==> config.mk <==
export PLATFORM = sky130hd
export DESIGN_NAME = md_ctrl_flat
export DESIGN_NICKNAME = d
export VERILOG_FILES = /design/src/rtl/md_ctrl_pkg.sv /design/src/rtl/md_ctrl_if.sv /design/src/rtl/md_ctrl.sv /design/src/flat_wrapper.sv
export SDC_FILE = /design/constraint.sdc
export NUM_CORES = 1
export LEC_CHECK = 0
export CAP_MARGIN = 20
export CORE_ASPECT_RATIO = 1.1
export CORE_MARGIN = 2
export CORE_UTILIZATION = 45
export CTS_CLUSTER_DIAMETER = 120
export DETAILED_ROUTE_END_ITERATION = 16
export PLACE_DENSITY = 0.74
export SYNTH_ARGS = -nofsm -noshare
export SYNTH_HDL_FRONTEND = slang
export SYNTH_SLANG_ARGS = --single-unit
==> constraint.sdc <==
create_clock -name clk -period 5.11 [get_ports clk]
set_input_delay 1.022 -clock clk [delete_from_list [all_inputs] [get_ports clk]]
set_output_delay 1.022 -clock clk [all_outputs]
set_load 0.02 [all_outputs]
==> src/rtl/md_ctrl_pkg.sv <==
// md_ctrl_pkg: HI/LO op and FSM encodings shared by the mult/div control path.
package md_ctrl_pkg;

    typedef enum logic [3:0] {
        OP_NONE  = 4'd0,
        OP_MULT  = 4'd1,
        OP_MULTU = 4'd2,
        OP_DIV   = 4'd3,
        OP_DIVU  = 4'd4,
        OP_MFHI  = 4'd5,
        OP_MFLO  = 4'd6,
        OP_MTHI  = 4'd7,
        OP_MTLO  = 4'd8
    } md_op_e;

    typedef enum logic [1:0] {
        IDLE    = 2'd0,
        MUL_RUN = 2'd1,
        DIV_RUN = 2'd2
    } md_state_e;

    function automatic logic is_start(input logic [3:0] op);
        return op >= OP_MULT && op <= OP_DIVU;
    endfunction

    function automatic logic is_mul(input logic [3:0] op);
        return op == OP_MULT || op == OP_MULTU;
    endfunction

    // Codes 9-15 behave as NONE, so only 1..8 count as real HI/LO ops.
    function automatic logic is_hilo(input logic [3:0] op);
        return op >= OP_MULT && op <= OP_MTLO;
    endfunction

endpackage

==> src/rtl/md_ctrl_if.sv <==
// md_ctrl_if: D/E-stage op inputs and issue/stall outputs of the mult/div controller.
interface md_ctrl_if;
    logic [3:0]  d_op;
    logic [3:0]  e_op;
    logic        e_valid;
    logic        e_flush;
    logic [3:0]  md_op;
    logic        stall;
    logic        busy_o;
    logic        proto_err;
    logic [15:0] stall_cnt;

    modport master (
        output d_op, e_op, e_valid, e_flush,
        input  md_op, stall, busy_o, proto_err, stall_cnt
    );

    modport slave (
        input  d_op, e_op, e_valid, e_flush,
        output md_op, stall, busy_o, proto_err, stall_cnt
    );
endinterface

==> src/rtl/md_ctrl.sv <==
// md_ctrl: issues HI/LO ops to the mult/div unit, tracks its latency and stalls dependent D-stage ops.
module md_ctrl
    import md_ctrl_pkg::*;
#(
    parameter int MUL_LAT = 5,
    parameter int DIV_LAT = 10
) (
    input  logic       clk,
    input  logic       reset,
    md_ctrl_if.slave   bus
);
    md_state_e   r_state, w_state_nxt;
    logic [3:0]  r_cnt, w_cnt_nxt;
    logic        r_err;
    logic [15:0] r_stall_cnt;
    logic        w_live, w_idle, w_go, w_stall, w_bad;

    always_comb begin
        w_live      = bus.e_valid & ~bus.e_flush;
        w_idle      = r_state == IDLE;
        w_go        = w_live & w_idle & is_start(bus.e_op);
        w_bad       = w_live & ~w_idle & is_hilo(bus.e_op);
        w_stall     = is_hilo(bus.d_op) & (~w_idle | w_go);
        w_state_nxt = r_state;
        w_cnt_nxt   = r_cnt;
        if (w_idle) begin
            if (w_go) begin
                w_state_nxt = is_mul(bus.e_op) ? MUL_RUN : DIV_RUN;
                w_cnt_nxt   = is_mul(bus.e_op) ? 4'(MUL_LAT) : 4'(DIV_LAT);
            end
        end else begin
            w_cnt_nxt = r_cnt - 4'd1;
            if (r_cnt == 4'd1)
                w_state_nxt = IDLE;
        end
    end

    // Moves to/from HI/LO are only safe to issue when nothing is in flight.
    assign bus.md_op     = (w_live & w_idle & is_hilo(bus.e_op)) ? bus.e_op : OP_NONE;
    assign bus.busy_o    = ~w_idle;
    assign bus.stall     = w_stall;
    assign bus.proto_err = r_err;
    assign bus.stall_cnt = r_stall_cnt;

    always_ff @(posedge clk) begin
        if (reset) begin
            r_state     <= IDLE;
            r_cnt       <= 4'd0;
            r_err       <= 1'b0;
            r_stall_cnt <= 16'd0;
        end else begin
            r_state <= w_state_nxt;
            r_cnt   <= w_cnt_nxt;
            if (w_bad)
                r_err <= 1'b1;
            if (w_stall && r_stall_cnt != 16'hFFFF)
                r_stall_cnt <= r_stall_cnt + 16'd1;
        end
    end
endmodule

==> src/flat_wrapper.sv <==
// flat-port wrapper written by rule: the top's interface ports become plain ports
module md_ctrl_flat import md_ctrl_pkg::*;
#(
    parameter int MUL_LAT = 5,
    parameter int DIV_LAT = 10
)
  (clk, reset, bus_d_op, bus_e_op, bus_e_valid, bus_e_flush, bus_md_op, bus_stall, bus_busy_o, bus_proto_err, bus_stall_cnt);
  md_ctrl_if bus_i ();
  input  logic clk;
  input  logic reset;
  input wire logic [$bits(bus_i.d_op)-1:0] bus_d_op;
  input wire logic [$bits(bus_i.e_op)-1:0] bus_e_op;
  input wire logic [$bits(bus_i.e_valid)-1:0] bus_e_valid;
  input wire logic [$bits(bus_i.e_flush)-1:0] bus_e_flush;
  output wire logic [$bits(bus_i.md_op)-1:0] bus_md_op;
  output wire logic [$bits(bus_i.stall)-1:0] bus_stall;
  output wire logic [$bits(bus_i.busy_o)-1:0] bus_busy_o;
  output wire logic [$bits(bus_i.proto_err)-1:0] bus_proto_err;
  output wire logic [$bits(bus_i.stall_cnt)-1:0] bus_stall_cnt;
  assign bus_i.d_op = bus_d_op;
  assign bus_i.e_op = bus_e_op;
  assign bus_i.e_valid = bus_e_valid;
  assign bus_i.e_flush = bus_e_flush;
  assign bus_md_op = bus_i.md_op;
  assign bus_stall = bus_i.stall;
  assign bus_busy_o = bus_i.busy_o;
  assign bus_proto_err = bus_i.proto_err;
  assign bus_stall_cnt = bus_i.stall_cnt;
  md_ctrl #(.MUL_LAT(MUL_LAT), .DIV_LAT(DIV_LAT)) u_core (.clk(clk), .reset(reset), .bus(bus_i));
endmodule
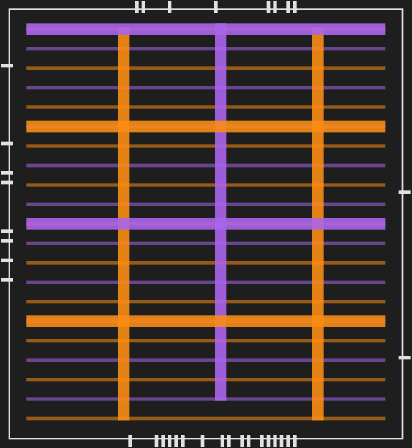
(floorplan with the power grid)
Pins as bars on the die edge.
| colour | net |
|---|---|
| purple | VDD |
| orange | VSS |
met4 straps: 3
met5 straps: 4
rows: 20
signal pins: 35
Max IR drop VDD: 0.000116 V
Die Wd: 54.7 um
core area: 2730 um2

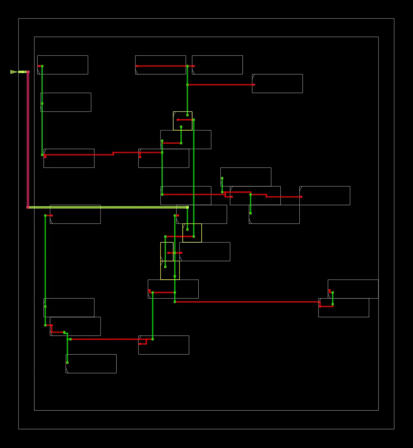
(the clock network)
clk_lat worst skew: 310 ps
# clock sinks: 23
clk pwr: 0.0836 mW
clkbuf count: 3
Seq Cell Count: 23

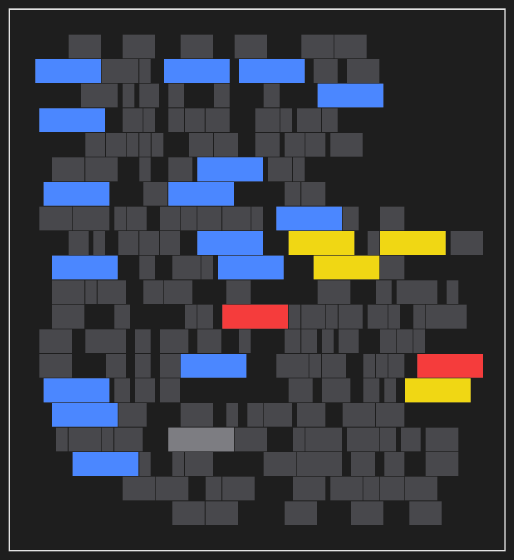
(sequential cells coloured by netlist name)
Other sequential cells in the stronger grey, the rest of the logic in the fainter grey.
| colour | signal | flops |
|---|---|---|
| yellow | u_core.r_cnt | 4 |
| blue | u_core.bus.stall_cnt | 16 |
| red | u_core.r_state | 2 |
not coloured: 1
Final Util: 59.7%
Seq. pwr: 0.186 mW

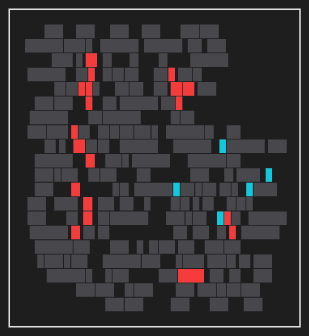
(logic cells by family)
| colour | family | cells |
|---|---|---|
| cyan | inverters | 5 |
| red | NAND gates | 19 |
non-filler cells, final: 216
most frequent logic cell in the layout: clkdlybuf4s50_1
Comb/total area: 45.5%

==> results.ini <==
[run_status]
status = complete, no violations

[synthesis]
ys.flop_type = dfxtp_1
top_cell = dfxtp_1
top_area_share_pct = 36.1
yosys-stat-area_um2 = 1270
top_cells_by_area = dfxtp_1 (36%), nor2_1 (5.9%), xnor2_1 (4.8%), a21oi_1 (4.3%), or4_1 (3.5%)
top_area_cell = dfxtp_1
ys_ff = 23
syn_area_um2 = 1270
yosys_cells = 153
ys_async_sr_fraction_pct = 0
yosysWarnings = 0
ys_seq_share_pct = 36.1

[sta]
tns_ps = 0
hold_ws_ps = 496
tightest_slew_ps = 987
timing.final.crit_share_pct = 77.9
fmax_mhz = 251

[global_route]
track_usage_pct = 20.3
grt_pass1_wl_mm = 4.95
antenna_found_initial = 0
grt_max_degree = 27

[setup_path]
end_kind = primary output
critPathMostFrequentCell = clkdlybuf4s50_1
worstSetupStartpointType = input pin
worstReg2RegStart = u_core.bus.stall_cnt[6]
worstPathArrival_ps = 2960
r2r_slack_ps = 2530
r2r_end = u_core.bus.stall_cnt[11]
reg2regPathDepth = 5
crit_family = buffers and inverters

[floorplan]
rows = 20
fp_util_pct = 46.7
die-area_um2 = 3270

[routing]
avgRoutedWirePerCell_um = 13.6
drc = 0
drt_wl_total_mm = 2.94
firstDrtPassIters = 4

[clock_network]
numCtsBuffers = 3
ctsResizeCount = 0
cts-hold-fix-buffers = 0
clockBufferDepth = 2

[min_path]
holdCritStartpoint = u_core.bus.proto_err

[power]
p_leak_nw = 0.535

[layout]
n_antenna_cell = 0
nFillCells = 256
drive_gt1_share_pct = 6.01

[placed_design]
gp_congestion = 0.785
dp_cells = 212

metal layers:
layer,part of all wire (%),up-vias,global-route usage (%)
met5,0,-,0
met4,0.65,0,7.86
met3,3.3,2,2.25
met2,52,24,34.7
met1,44,571,25.5
li1,-,613,-
cell families after synthesis:
group	after synthesis	share of synthesized area, %
muxes	4	3.44
adders and majority gates	3	2.95
DFF	23	36.1
xor gates and xnor gates	9	6.19
AOI/OAI and AO/OA	29	14.4
buffers and inverters	13	5.70
and+or+nand+nor	72	31.1
flip-flops by register name, summed over array words and instances, names as in the netlist:
| signal | flops |
|---|---|
| u_core.bus.proto_err | 1 |
| u_core.bus.stall_cnt | 16 |
| u_core.r_cnt | 4 |
| u_core.r_state | 2 |
through the flow:
step           setup WS, ps  cell area, um2  power (mW)  util (%)
2_1_floorplan          2070            1270       0.219         -
3_5_place_dp           1130            1600       0.237      58.7
6_report               1130            1630       0.317      59.7
3_3_place_gp           1180            1600       0.234      58.7
4_1_cts                1120            1630       0.321      59.7
5_1_grt                1060            1630       0.330      59.7
worst max path at each step:
stage               slack (ps)        end
finish                    1130  bus_stall
global route              1060  bus_stall
CTS                       1120  bus_stall
detailed placement        1130  bus_stall
global placement          1180  bus_stall
floorplan                 2070  bus_stall
final cells by class:
| class | count | area share [%] |
|---|---|---|
| Inverter | 5 | 1.15 |
| Tap cell | 33 | 2.53 |
| Clock buffer | 3 | 1.38 |
| Clock inverter | 1 | 0.307 |
| Sequential cell | 23 | 28.3 |
| Timing Repair Buffer | 34 | 20.9 |
| Multi-Input combinational cell | 117 | 45.5 |
layout by cell type, fill, tap and decap left out, types with 2 or more instances in the layout:
| master | synthesis | layout |
|---|---|---|
| nor2b_1 | 3 | 3 |
| nor2_1 | 20 | 20 |
| and2_1 | 2 | 2 |
| nor4b_1 | 3 | 3 |
| or3_1 | 2 | 2 |
| dfxtp_1 | 23 | 23 |
| a21oi_1 | 11 | 11 |
| o31ai_1 | 5 | 5 |
| nand2_1 | 9 | 9 |
| clkdlybuf4s50_1 | 0 | 34 |
| ha_1 | 3 | 3 |
| nor4_1 | 7 | 7 |
| nand3_1 | 5 | 5 |
| or4_1 | 6 | 6 |
| clkbuf_4 | 0 | 3 |
| xor2_1 | 2 | 2 |
| o21ai_0 | 4 | 4 |
| mux2_1 | 2 | 2 |
| a211oi_1 | 3 | 3 |
| inv_1 | 5 | 5 |
| nand4_1 | 4 | 4 |
| xnor2_1 | 7 | 7 |
| nor3_1 | 4 | 4 |
where the power goes:
part	switching [mW]	leakage [nW]	internal (mW)	total, mW
logic	0.0259	0.332	0.0219	0.0477
clock network	0.0544	0.0177	0.0292	0.0836
registers	0.00337	0.186	0.182	0.186
worst min-delay path: stages, from the launching register on:
cell and delay, ps:
dfxtp_1 350, a21oi_1 40, nor2_1 80
Power and IR drop assume default switching activity.
